[src/rtl/ic_rand_victim_sel_pkg.sv]
// Shared types and helpers for the I-cache random victim selector.
// Helpers work on the widest legal set and are narrowed by the caller.
package ic_rand_victim_sel_pkg;

  localparam int MAX_WAYS  = 8;
  localparam int MAX_IDX_W = 3;

  typedef enum logic [1:0] {
    ST_IDLE,
    ST_WAIT,
    ST_RESP
  } state_e;

  function automatic logic [MAX_IDX_W-1:0] lowest_zero_idx(
    input logic [MAX_WAYS-1:0] mask,
    input int                  n
  );
    logic [MAX_IDX_W-1:0] idx;
    idx = '0;
    for (int i = MAX_WAYS - 1; i >= 0; i--) begin
      if (i < n && !mask[i]) idx = MAX_IDX_W'(i);
    end
    return idx;
  endfunction

  function automatic logic [MAX_WAYS-1:0] idx2oh(
    input logic [MAX_IDX_W-1:0] idx
  );
    return MAX_WAYS'(1) << idx;
  endfunction

endpackage

[src/rtl/ic_rand_victim_sel_rand_pool_fifo.sv]
// Small synchronous FIFO holding pre-drawn random way indices.
// Sole owner of the read/write pointers and the occupancy counter.
module rand_pool_fifo #(
  parameter int W     = 2,
  parameter int DEPTH = 4
) (
  input  logic                         clk,
  input  logic                         rst,
  input  logic                         push,
  input  logic [W-1:0]                 din,
  input  logic                         pop,
  input  logic                         flush,
  output logic [$clog2(DEPTH+1)-1:0]   count,
  output logic [W-1:0]                 head
);

  localparam int PTR_W = $clog2(DEPTH);

  logic [W-1:0]     mem [DEPTH];
  logic [PTR_W-1:0] wr_ptr;
  logic [PTR_W-1:0] rd_ptr;

  function automatic logic [PTR_W-1:0] inc(input logic [PTR_W-1:0] p);
    return (p == PTR_W'(DEPTH - 1)) ? '0 : p + 1'b1;
  endfunction

  assign head = mem[rd_ptr];

  // Storage array, written only on a live push.
  always_ff @(posedge clk) begin
    if (!rst && !flush && push) mem[wr_ptr] <= din;
  end

  // Pointer and occupancy bookkeeping; flush empties in one cycle.
  always_ff @(posedge clk) begin
    if (rst || flush) begin
      wr_ptr <= '0;
      rd_ptr <= '0;
      count  <= '0;
    end else begin
      if (push) wr_ptr <= inc(wr_ptr);
      if (pop)  rd_ptr <= inc(rd_ptr);
      unique case ({push, pop})
        2'b10:   count <= count + 1'b1;
        2'b01:   count <= count - 1'b1;
        default: count <= count;
      endcase
    end
  end

endmodule

[src/rtl/ic_rand_victim_sel.sv]
// Random-replacement victim selector for the I-cache (MBPTA mode).
// Invalid ways win; otherwise a pre-filtered random index is popped.
module ic_rand_victim_sel
  import ic_rand_victim_sel_pkg::*;
#(
  parameter int NUM_WAYS   = 4,
  parameter int POOL_DEPTH = 4,
  localparam int IDX_W     = $clog2(NUM_WAYS),
  localparam int CNT_W     = $clog2(POOL_DEPTH + 1)
) (
  input  logic                clk,
  input  logic                rst,
  input  logic                rnd_en_i,
  input  logic [IDX_W-1:0]    rnd_i,
  input  logic                flush_i,
  input  logic                req_valid_i,
  output logic                req_ready_o,
  input  logic [NUM_WAYS-1:0] req_vld_ways_i,
  output logic                rsp_valid_o,
  input  logic                rsp_ready_i,
  output logic [IDX_W-1:0]    rsp_way_o,
  output logic [NUM_WAYS-1:0] rsp_way_oh_o,
  output logic                rsp_rand_o,
  output logic [CNT_W-1:0]    pool_cnt_o
);

  state_e           state;
  logic [CNT_W-1:0] count;
  logic [CNT_W-1:0] effcnt;
  logic [IDX_W-1:0] head;
  logic [IDX_W-1:0] inv_way;
  logic             all_valid;
  logic             rnd_ok;
  logic             avail;
  logic             accept;
  logic             push;
  logic             pop;

  assign rnd_ok    = {1'b0, rnd_i} < (IDX_W + 1)'(NUM_WAYS);
  assign effcnt    = flush_i ? '0 : count;
  assign avail     = effcnt != '0;
  assign all_valid = &req_vld_ways_i;
  assign inv_way   = IDX_W'(lowest_zero_idx(MAX_WAYS'(req_vld_ways_i),
                                            NUM_WAYS));

  assign req_ready_o = (state == ST_IDLE) && !rst;
  assign accept      = req_valid_i && req_ready_o;

  assign pop  = avail && ((accept && all_valid) ||
                          (state == ST_WAIT && !rst));
  assign push = rnd_en_i && rnd_ok && !flush_i &&
                ((count != CNT_W'(POOL_DEPTH)) || pop);

  assign pool_cnt_o = count;

  rand_pool_fifo #(
    .W     (IDX_W),
    .DEPTH (POOL_DEPTH)
  ) u_pool (
    .clk   (clk),
    .rst   (rst),
    .push  (push),
    .din   (rnd_i),
    .pop   (pop),
    .flush (flush_i),
    .count (count),
    .head  (head)
  );

  // Request FSM with registered response fields.
  always_ff @(posedge clk) begin
    if (rst) begin
      state        <= ST_IDLE;
      rsp_valid_o  <= 1'b0;
      rsp_way_o    <= '0;
      rsp_way_oh_o <= '0;
      rsp_rand_o   <= 1'b0;
    end else begin
      unique case (state)
        ST_IDLE: begin
          if (accept) begin
            if (!all_valid) begin
              state        <= ST_RESP;
              rsp_valid_o  <= 1'b1;
              rsp_way_o    <= inv_way;
              rsp_way_oh_o <= NUM_WAYS'(idx2oh(MAX_IDX_W'(inv_way)));
              rsp_rand_o   <= 1'b0;
            end else if (avail) begin
              state        <= ST_RESP;
              rsp_valid_o  <= 1'b1;
              rsp_way_o    <= head;
              rsp_way_oh_o <= NUM_WAYS'(idx2oh(MAX_IDX_W'(head)));
              rsp_rand_o   <= 1'b1;
            end else begin
              state <= ST_WAIT;
            end
          end
        end
        ST_WAIT: begin
          if (avail) begin
            state        <= ST_RESP;
            rsp_valid_o  <= 1'b1;
            rsp_way_o    <= head;
            rsp_way_oh_o <= NUM_WAYS'(idx2oh(MAX_IDX_W'(head)));
            rsp_rand_o   <= 1'b1;
          end
        end
        ST_RESP: begin
          if (rsp_ready_i) begin
            state       <= ST_IDLE;
            rsp_valid_o <= 1'b0;
          end
        end
        default: state <= ST_IDLE;
      endcase
    end
  end

endmodule

[config.mk]
export PLATFORM = sky130hd
export DESIGN_NAME = ic_rand_victim_sel
export DESIGN_NICKNAME = d
export VERILOG_FILES = /design/src/rtl/ic_rand_victim_sel_pkg.sv /design/src/rtl/ic_rand_victim_sel_rand_pool_fifo.sv /design/src/rtl/ic_rand_victim_sel.sv
export SDC_FILE = /design/constraint.sdc
export NUM_CORES = 1
export LEC_CHECK = 0
export CAP_MARGIN = 10
export CORE_MARGIN = 2
export CORE_UTILIZATION = 57
export DETAILED_ROUTE_END_ITERATION = 12
export GPL_ROUTABILITY_DRIVEN = 0
export GPL_TIMING_DRIVEN = 0
export PLACE_DENSITY = 0.82
export SLEW_MARGIN = 20
export SYNTH_ARGS = -nofsm -noshare
export SYNTH_HDL_FRONTEND = slang
export SYNTH_HIERARCHICAL = 1
export SYNTH_SLANG_ARGS = --single-unit
[constraint.sdc]
create_clock -name clk -period 5.4 [get_ports clk]
set_input_delay 1.35 -clock clk [delete_from_list [all_inputs] [get_ports clk]]
set_output_delay 1.35 -clock clk [all_outputs]
set_load 0.02 [all_outputs]
==> results.yml, run 1 <==
# implementation run metrics
worst_setup_path:
  crit_arrival_ns: 2.74
  worstSetupStartpoint: "rst"
  worstSetupEndpointType: "primary output"
  worst-path-buf-inv: 2
  rrSetupSlack_ns: 2.60
floorplan:
  die_w_um: 55.7
  num_rows: 18
yosys:
  topCombFamilyByArea: "simple AND/OR/NAND/NOR gates"
  synth-xor-area-share: 0.0115
  yosysUniqueCellTypes: 49
  synthTopCellsByArea: "dfxtp_1, edfxtp_1, ha_1"
  synth_warnings: 6
  postSynthSeqShare: 0.408
  synth_area_per_cell_um2: 10.1
timing:
  maxSlewViolCount: 0
  worstMarginPinSlew_ns: 0.816
  worst_slack_ns: 1.31
  max-slew-margin-rel: 0.451
routing:
  drc: 0
  drt.antenna.violating_nets: 0
  wl_met3_um: 192
grt:
  grt_pass1_wl_um: 5090
  grt_pass1_vias: 1140
  grt_max_degree: 16
status:
  status: "finished, final reports clean"
power_and_ir_drop:
  leakagePower_nw: 0.645
  comb_power_share: 0.234
  comb_cell_power_mw: 0.0945
  p_seq_frac: 0.555
  internal-power_mw: 0.289
clock_network:
  clk_latency_ns: 0.32
  cts_resized: 0
place:
  dpl_worst_slack_ns: 1.21
hold_path:
  hold_path_end: "rsp_rand_o$_SDFFE_PP0P_"
finish:
  syn2layout_area_growth_pct: 19.4
  nets: 202
Run 1, signal wires on met3:
Scale bar: 20 um.
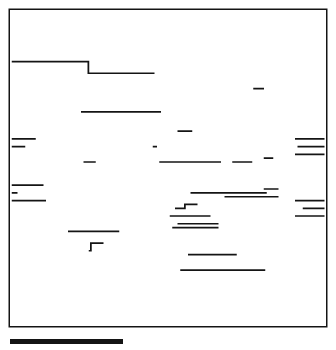
main direction = horizontal
nets with wire on the layer = 26
wire length on this layer = 193 um
longest straight run = 14.7 um

Run 1, track usage over the die:
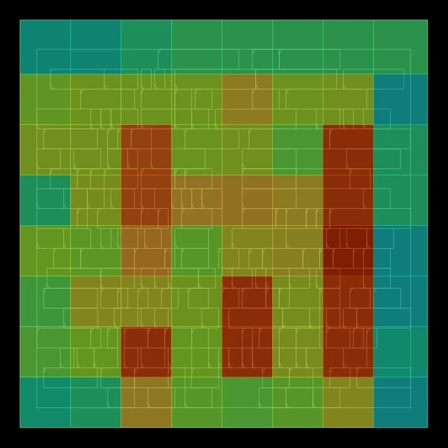
Finished Core Util: 0.727
Total Routing Usage GR: 0.208
met2 GRT Util: 0.347
post-DR wirelength/cell: 15.3 um
layer with the highest usage: met2

Run 1, gate families picked out:
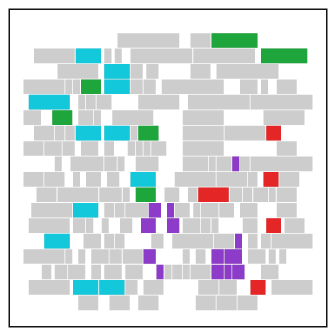
green -> multiplexers  # cells 6, most used mux2i_1
cyan -> adder and majority cells  # cells 11, most used ha_1
purple -> NAND gates  # cells 13, most used nand2_1
red -> AND-OR and OR-AND gates  # cells 5, most used o21a_1
fraction of standard cell area in multi-input logic: 0.456
most numerous logic cell after layout: clkdlybuf4s50_1
Final Non-Filler Cells: 208

Run 1, signal wires on met2:
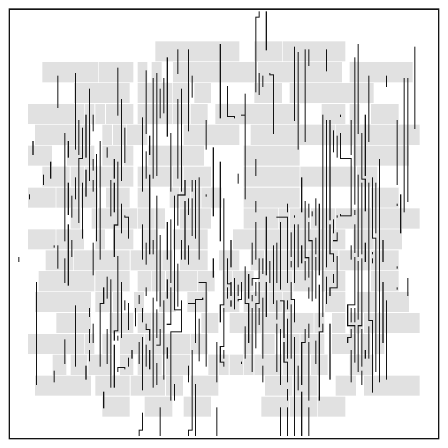
nets with wire on the layer = 162
share of all routed wire = 49%
main direction = vertical
longest straight run = 28.9 um

Run 1, sequential cells colored by netlist name:
Other sequential cells in the stronger gray, the rest of the logic in the fainter gray.
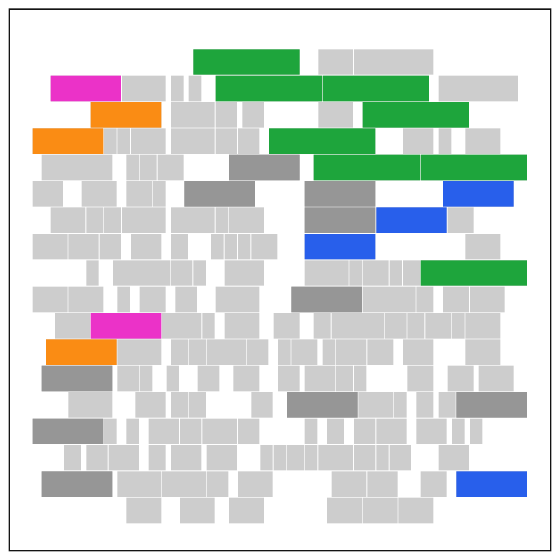

==> run 1 -> run 2 <==
CORE_UTILIZATION = 53   (was 57)
PLACE_DENSITY = 0.77   (was 0.82)
clock period = 4.2 ns   (was 5.4 ns; I/O delays follow)
Run 2, sequential cells colored by netlist name:
Other sequential cells in the stronger gray, the rest of the logic in the fainter gray.
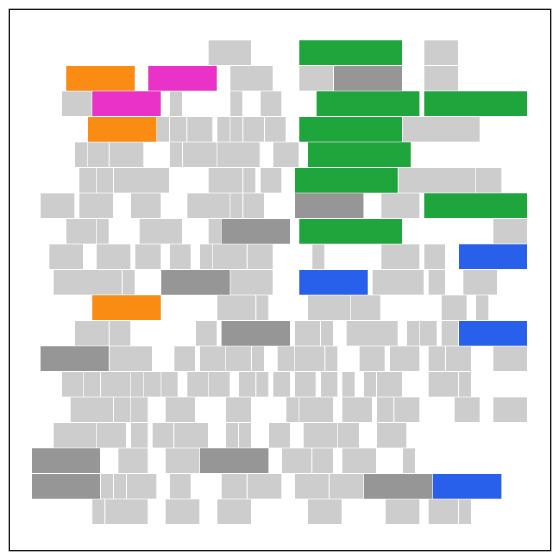
blue -> rsp_way_oh_o  # placed flops 4, where middle right
magenta -> u_pool/wr_ptr  # placed flops 2
green -> u_pool/mem  # placed flops 8
orange -> u_pool/count  # placed flops 3
Finished Core Util: 0.666
sequential share of cell area: 0.341
Reg area: 621 um2
seq pwr: 0.288 mW

==> run 2 against run 1 <==
First-iteration DRC count down 12%. Total power up 30%. Worst hold slack worse by 0.011 ns. Final area up 0.21%. Critical path depth up 8. Count of clock-buffer cells in the layout unchanged. Global-route usage about the same. Cell count up 0.48%. Worst setup slack worse by 0.66 ns. Highest routed layer unchanged.
==> results.yml, run 2 <==
# implementation run metrics
status:
  status: "finished, final reports clean"
grt:
  grt_busiest_layer: "met2"
  grt_pass1_wl_um: 5390
  grt_max_degree: 17
  grt_pass1_vias: 1216
  grtUsageTotal: 0.208
power_and_ir_drop:
  comb_cell_power_mw: 0.122
  leakagePower_nw: 0.641
  comb_power_share: 0.231
  internal-power_mw: 0.373
routing:
  drc: 0
  wl_per_cell_um: 15.2
  wl_met3_um: 103
  drt.antenna.violating_nets: 0
floorplan:
  die_w_um: 57.6
  num_rows: 19
yosys:
  postSynthSeqShare: 0.408
  yosysUniqueCellTypes: 49
  synth_warnings: 6
  synth_area_per_cell_um2: 10.1
finish:
  comb-cell-share: 0.455
  lay_top_count: "clkdlybuf4s50_1"
  fin_cells: 209
  syn2layout_area_growth_pct: 19.6
  nets: 202
place:
  dpl_worst_slack_ns: 0.310
worst_setup_path:
  rrSetupSlack_ns: 1.40
  crit_arrival_ns: 3.82
  worst-path-buf-inv: 2
  worstSetupStartpoint: "req_vld_ways_i[0]"
clock_network:
  clk_latency_ns: 0.34
  cts_resized: 0
timing:
  maxSlewViolCount: 0
  max-slew-margin-rel: 0.536
hold_path:
  hold_path_end: "rsp_rand_o$_SDFFE_PP0P_"
No activity file was given, so power comes from the tool's default toggle rates.
